### config.mk
export PLATFORM = sky130hd
export DESIGN_NAME = menu_input_conditioner
export DESIGN_NICKNAME = d
export VERILOG_FILES = /design/src/rtl/menu_input_conditioner.sv
export SDC_FILE = /design/constraint.sdc
export NUM_CORES = 1
export LEC_CHECK = 0
export ABC_AREA = 1
export CAP_MARGIN = 15
export CORE_ASPECT_RATIO = 0.75
export CORE_MARGIN = 5
export CORE_UTILIZATION = 62
export CTS_BUF_LIST = sky130_fd_sc_hd__clkbuf_16
export DETAILED_ROUTE_END_ITERATION = 10
export GPL_TIMING_DRIVEN = 0
export PLACE_DENSITY_LB_ADDON = 0.12
export SETUP_SLACK_MARGIN = 0.1
export SLEW_MARGIN = 30
export SYNTH_ARGS = -nofsm -noshare
export SYNTH_HDL_FRONTEND = slang
export SYNTH_SLANG_ARGS = --single-unit
### constraint.sdc
create_clock -name clk_0 -period 2.3 [get_ports clk_0]
set_clock_uncertainty 0.1 [all_clocks]
set_input_delay 0.345 -clock clk_0 [delete_from_list [all_inputs] [get_ports clk_0]]
set_output_delay 0.345 -clock clk_0 [all_outputs]
set_load 0.02 [all_outputs]
### src/rtl/menu_input_conditioner.sv
`default_nettype none
// ============================================================================
// Module   : menu_input_conditioner
// Purpose  : Board pushbutton conditioning for the start menu and paddles.
//            Synchronises the raw active-low buttons into clk_0, debounces
//            each bit, detects presses, masks pulses during a power-on
//            hold-off and emits single-cycle up/down/start pulses plus
//            clean held levels.
// Options  : define AUTO_REPEAT_EN to add auto-repeat on the up/down groups.
// Revision : 1.0 - initial release
// ============================================================================
module menu_input_conditioner #(
    parameter int DEBOUNCE_CYCLES = 250000,
    parameter int HOLDOFF_CYCLES  = 1000000,
    parameter int REPEAT_DELAY    = 12500000,
    parameter int REPEAT_PERIOD   = 5000000
) (
    input  logic       clk_0,
    input  logic       rst,
    input  logic [4:0] btn_n,
    input  logic       menu_active,
    output logic       up,
    output logic       down,
    output logic       start_trigger,
    output logic [4:0] held
);

    localparam int                 CNT_W     = $clog2(DEBOUNCE_CYCLES);
    localparam logic [CNT_W-1:0]   CNT_LAST  = CNT_W'(DEBOUNCE_CYCLES - 1);
    localparam int                 HOLD_W    = $clog2(HOLDOFF_CYCLES + 1);
    localparam logic [HOLD_W-1:0]  HOLD_INIT = HOLD_W'(HOLDOFF_CYCLES);

    // Synchroniser stages (inverted so everything downstream is active-high)
    logic [4:0]            sync1_q, sync1_d;
    logic [4:0]            sync2_q, sync2_d;

    // Debounce state
    logic [4:0][CNT_W-1:0] cnt_q, cnt_d;
    logic [4:0]            held_q, held_d;
    logic [4:0]            held_dly_q, held_dly_d;

    // Power-on hold-off
    logic [HOLD_W-1:0]     holdoff_q, holdoff_d;
    logic                  holdoff_done;

    // Output pulse registers
    logic                  up_q, up_d;
    logic                  down_q, down_d;
    logic                  start_q, start_d;

    logic [4:0]            press;
    logic [1:0]            grp_held;
    logic [1:0]            grp_press;
    logic [1:0]            rep_fire;
    logic                  pulse_ok;
    logic                  up_raw;
    logic                  down_raw;

    // Two-flop synchroniser on the inverted button pins
    always_comb begin
        sync1_d = ~btn_n;
        sync2_d = sync1_q;
    end

    // Per-bit debounce: accept a new level only after DEBOUNCE_CYCLES
    // consecutive samples that disagree with the current held level
    always_comb begin
        cnt_d  = cnt_q;
        held_d = held_q;
        for (int i = 0; i < 5; i++) begin
            if (sync2_q[i] == held_q[i]) begin
                cnt_d[i] = '0;
            end else if (cnt_q[i] == CNT_LAST) begin
                held_d[i] = sync2_q[i];
                cnt_d[i]  = '0;
            end else begin
                cnt_d[i] = cnt_q[i] + CNT_W'(1);
            end
        end
    end

    // Press detection and hold-off countdown (saturates at zero)
    always_comb begin
        held_dly_d   = held_q;
        press        = held_q & ~held_dly_q;
        holdoff_done = (holdoff_q == '0);
        holdoff_d    = holdoff_done ? holdoff_q : holdoff_q - HOLD_W'(1);
        grp_held     = {held_q[1] | held_q[3], held_q[0] | held_q[2]};
        grp_press    = {press[1] | press[3], press[0] | press[2]};
    end

`ifdef AUTO_REPEAT_EN
    localparam int REP_MAX = (REPEAT_DELAY > REPEAT_PERIOD) ? REPEAT_DELAY : REPEAT_PERIOD;
    localparam int REP_W   = $clog2(REP_MAX + 1);
    localparam logic [REP_W-1:0] REP_DLY = REP_W'(REPEAT_DELAY);
    localparam logic [REP_W-1:0] REP_PER = REP_W'(REPEAT_PERIOD);

    // Index 0 is the up group, index 1 the down group
    logic [1:0]            rep_arm_q, rep_arm_d;
    logic [1:0]            rep_phase_q, rep_phase_d;
    logic [1:0][REP_W-1:0] rep_cnt_q, rep_cnt_d;

    // Repeat timers: armed by an unmasked group press, counting cycles
    // since the press (or since the last repeat), cleared on release
    always_comb begin
        rep_arm_d   = rep_arm_q;
        rep_phase_d = rep_phase_q;
        rep_cnt_d   = rep_cnt_q;
        rep_fire    = 2'b00;
        for (int g = 0; g < 2; g++) begin
            if (!grp_held[g]) begin
                rep_arm_d[g]   = 1'b0;
                rep_phase_d[g] = 1'b0;
                rep_cnt_d[g]   = '0;
            end else if (rep_arm_q[g]) begin
                if (rep_cnt_q[g] == (rep_phase_q[g] ? REP_PER : REP_DLY)) begin
                    rep_fire[g]    = 1'b1;
                    rep_phase_d[g] = 1'b1;
                    rep_cnt_d[g]   = REP_W'(1);
                end else begin
                    rep_cnt_d[g] = rep_cnt_q[g] + REP_W'(1);
                end
            end else if (grp_press[g] && holdoff_done) begin
                rep_arm_d[g] = 1'b1;
                rep_cnt_d[g] = REP_W'(1);
            end
        end
    end

    // Repeat timer registers
    always_ff @(posedge clk_0) begin
        if (!rst) begin
            rep_arm_q   <= 2'b00;
            rep_phase_q <= 2'b00;
            rep_cnt_q   <= '0;
        end else begin
            rep_arm_q   <= rep_arm_d;
            rep_phase_q <= rep_phase_d;
            rep_cnt_q   <= rep_cnt_d;
        end
    end
`else
    // Repeat parameters are kept on the interface so both builds share one
    // instantiation; without auto-repeat they only feed this constant.
    localparam bit REPEAT_CFG_SEEN = (REPEAT_DELAY >= 0) || (REPEAT_PERIOD >= 0);
    assign rep_fire = REPEAT_CFG_SEEN ? 2'b00 : 2'b00;
`endif

    // Output pulse formation: gating by menu_active and hold-off, up wins over down
    always_comb begin
        pulse_ok = menu_active & holdoff_done;
        up_raw   = grp_press[0] | rep_fire[0];
        down_raw = grp_press[1] | rep_fire[1];
        up_d     = pulse_ok & up_raw;
        down_d   = pulse_ok & down_raw & ~up_raw;
        start_d  = pulse_ok & press[4];
    end

    // State registers, synchronous active-low reset
    always_ff @(posedge clk_0) begin
        if (!rst) begin
            sync1_q    <= '0;
            sync2_q    <= '0;
            cnt_q      <= '0;
            held_q     <= '0;
            held_dly_q <= '0;
            holdoff_q  <= HOLD_INIT;
            up_q       <= 1'b0;
            down_q     <= 1'b0;
            start_q    <= 1'b0;
        end else begin
            sync1_q    <= sync1_d;
            sync2_q    <= sync2_d;
            cnt_q      <= cnt_d;
            held_q     <= held_d;
            held_dly_q <= held_dly_d;
            holdoff_q  <= holdoff_d;
            up_q       <= up_d;
            down_q     <= down_d;
            start_q    <= start_d;
        end
    end

    assign up            = up_q;
    assign down          = down_q;
    assign start_trigger = start_q;
    assign held          = held_q;

endmodule
`default_nettype wire

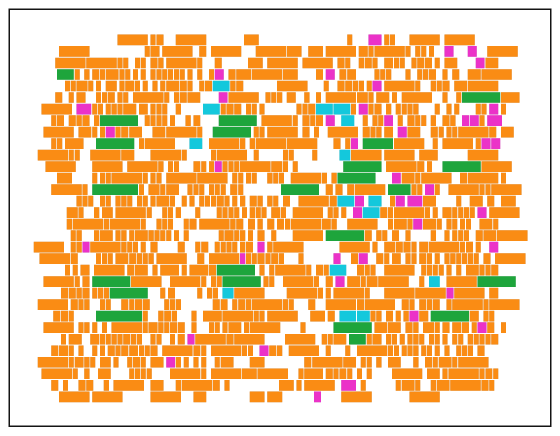
sizes.png
color	size	cells
green	_6 and larger	23
cyan	_3 and _4 cells	15
magenta	_2 cells	45
orange	_0 and _1 cells	885

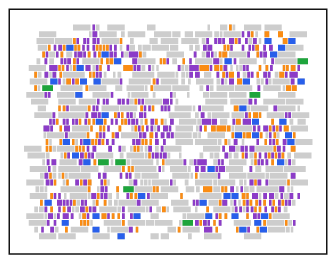
logic_types.png
color	family	cells	most used
blue	XOR/XNOR gates	46	xor2_1
green	adder and majority cells	7	ha_1
purple	NAND gates	335	nand2_1
orange	NOR gates	213	nor2_1

==> results.txt <==
status = finished, final reports clean
maximum number of pins on one net before global-route repair = 17
post-CTS setup repair buffer count = 0
class of the tightest hold or removal check = primary input to flop
CP Capture Type = primary output
Logic inverters = 97
critical-path maximum fanout = 4
area delta synth->final = 13.29%
Post-Synthesis Net Count = 939
Worst VDD drop = 0.0005894 V
Plain + repair buffers = 25
post-synth area from yosys stat = 0.006431 mm2
total routed wire length on the met1 layer = 6.386 mm
flip-flop and latch share of the layout cell area = 36.54%
flops out of synthesis = 133
relative slew slack = 64.28%
final hold violation count = 0
Clk pin slew, worst setup/hold paths = 0.06 ns
leading cell types in the layout, fill and taps excluded = nand2_1, nor2_1, dfxtp_1, inv_1, nand3_1
antenna violation net count after detailed routing = 0
power attributed to combinational cells = 239 uW
Crit Path Category = flop to primary output
Clock Tree Root = clkbuf_16
hold wc startpoint = rst
Highest Clock Rate = 528.6 MHz
Biggest register = cnt_q
layout cell share with drive strength beyond 1 = 8.574%
Detailed Place HPWL = 9.602 mm
area fraction of clock buffers and clock inverters = 7.470%
top power consumer group = clock
met2 WL = 6.038 mm
Synth area leaders = dfxtp_1, nand2_1, nor2_1, inv_1, nand3_1
startpoint kind of the worst setup timing path = flop
final critical-path required period = 1.892 ns
clock tree from TritonCTS = done
Diodes inserted = 0
combinational gates = 683
CTS buffer count = 17
tally of OpenROAD warnings = 27
fraction of area in multi-input gates = 45.51%
post-synthesis instance total = 924
terminating pin of the worst hold path = held_dly_q[4]
met1 Resource Use GR = 29.41%
count of cell instances traversed by the critical path = 1
CLK BUF = 17
terminus of the critical flop-to-flop path = cnt_q[79]
Pleak = 0.002561 uW
adder share = 1.362%
top routing layer in use = met4
aggregate routed wire length = 13.14 mm
Post-synth mux share = 0%
internal power component = 3986 uW
Complex Gates by Area = 5.389%
Cell variety after synth = 31
RePlAce Congestion = 0.9416
GRT overflow = 0
buffers from clock root to sink, at most = 2
actual transition at the worst max-transition pin = 0.5339 ns
most numerous logic cell after layout = nand2_1
WHS Path Cells = 3
power per standard cell area = 703.4 mW/mm2
CP required = 1.86 ns
dominant cell type by area after synthesis = dfxtp_1
via count of the first global-routing pass = 5,204
met3 demand-to-capacity share in global routing = 5.413%
Worst Setup EP = held[0]
Synth Warn # = 0
flip-flop count of the largest register, all copies and words added = 90
leading registers by flop count = cnt_q (90), holdoff_q (20)
Dominant combinational family = simple AND/OR/NAND/NOR gates
R2R depth = 7
remaining design rule violation count = 0
Post-Synthesis Cell Area = 0.006431 mm2
part of the power in combinational logic = 4.7%
# Taps = 136
switching power total = 1139 uW
part of the total power dissipated in the clock network = 48.9%
MaxCap Viol Count = 0
H-tree depth = 4
I/O pin count = 16
x dimension of the die = 127.6 um
RSZ-0062 raised after global routing = false
chain of cells forming the critical path = clkdlybuf4s50_1
Commonest cells post-synth = nand2_1, nor2_1, dfxtp_1, inv_1, nand3_1
final setup TNS = 0 ns
most common flop cell mapped by yosys = dfxtp_1
top cell type by instance count after synthesis = nand2_1
total cells reported by yosys after synthesis = 924
power in sequential cells = 2380 uW
DR iter-0 viols = 516
crit-path max cell delay = 0.64 ns
Cells after DPL = 1,074
worst slack after detailed placement = 0.4501 ns
WL/cell = 11.90 um
# fillers = 823
Worst Path Buf+Inv = 1
share of synthesized registers carrying an async set or reset = 0%
number of antenna violations at the first check in global routing = 0
clock-net power = 2510 uW
XOR Share, Synth = 6.265%
CP max-delay cell = clkdlybuf4s50_1
pre-placement core utilization = 62.99%
global-route wire length before repair = 22.69 mm
height of the chip = 98.20 um
yosys simple share = 38.54%
Final Power = 5125 uW
number of I/O port buffers = 14
GR Util met2 = 34.33%
standard-cell rows = 32
reg-to-reg setup timing slack = 0.43 ns
number of setup violations in the final report = 0
clk sink count = 133
quantity of gates resized following cts = 0
delay-heaviest family, CP = buffers and inverters
endpoint arrival time on the critical path = 1.45 ns
start point of the critical path = held[0]
Worst Hold Slack = 0.1918 ns
Chip Area = 0.01253 mm2
share of the yosys chip area belonging to registers = 41.40%
number of flops mapped to enable cells by yosys = 0
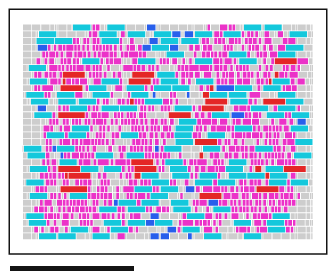
placement_by_type.png
The bar under the picture is 50 um long. Fill, decap, tap and diode cells in gray.
color	class	cells	share of their area
red	clock drivers and dummy loads	30	7.6%
blue	other buffers and delay cells	25	3.2%
magenta	combinational and other logic	780	52%
cyan	flops	133	37%
finished layout cell area: 0.007286 mm2
core area: 0.01021 mm2
end-of-flow core utilization: 71.36%

No activity file was given, so power comes from the tool's default toggle rates.
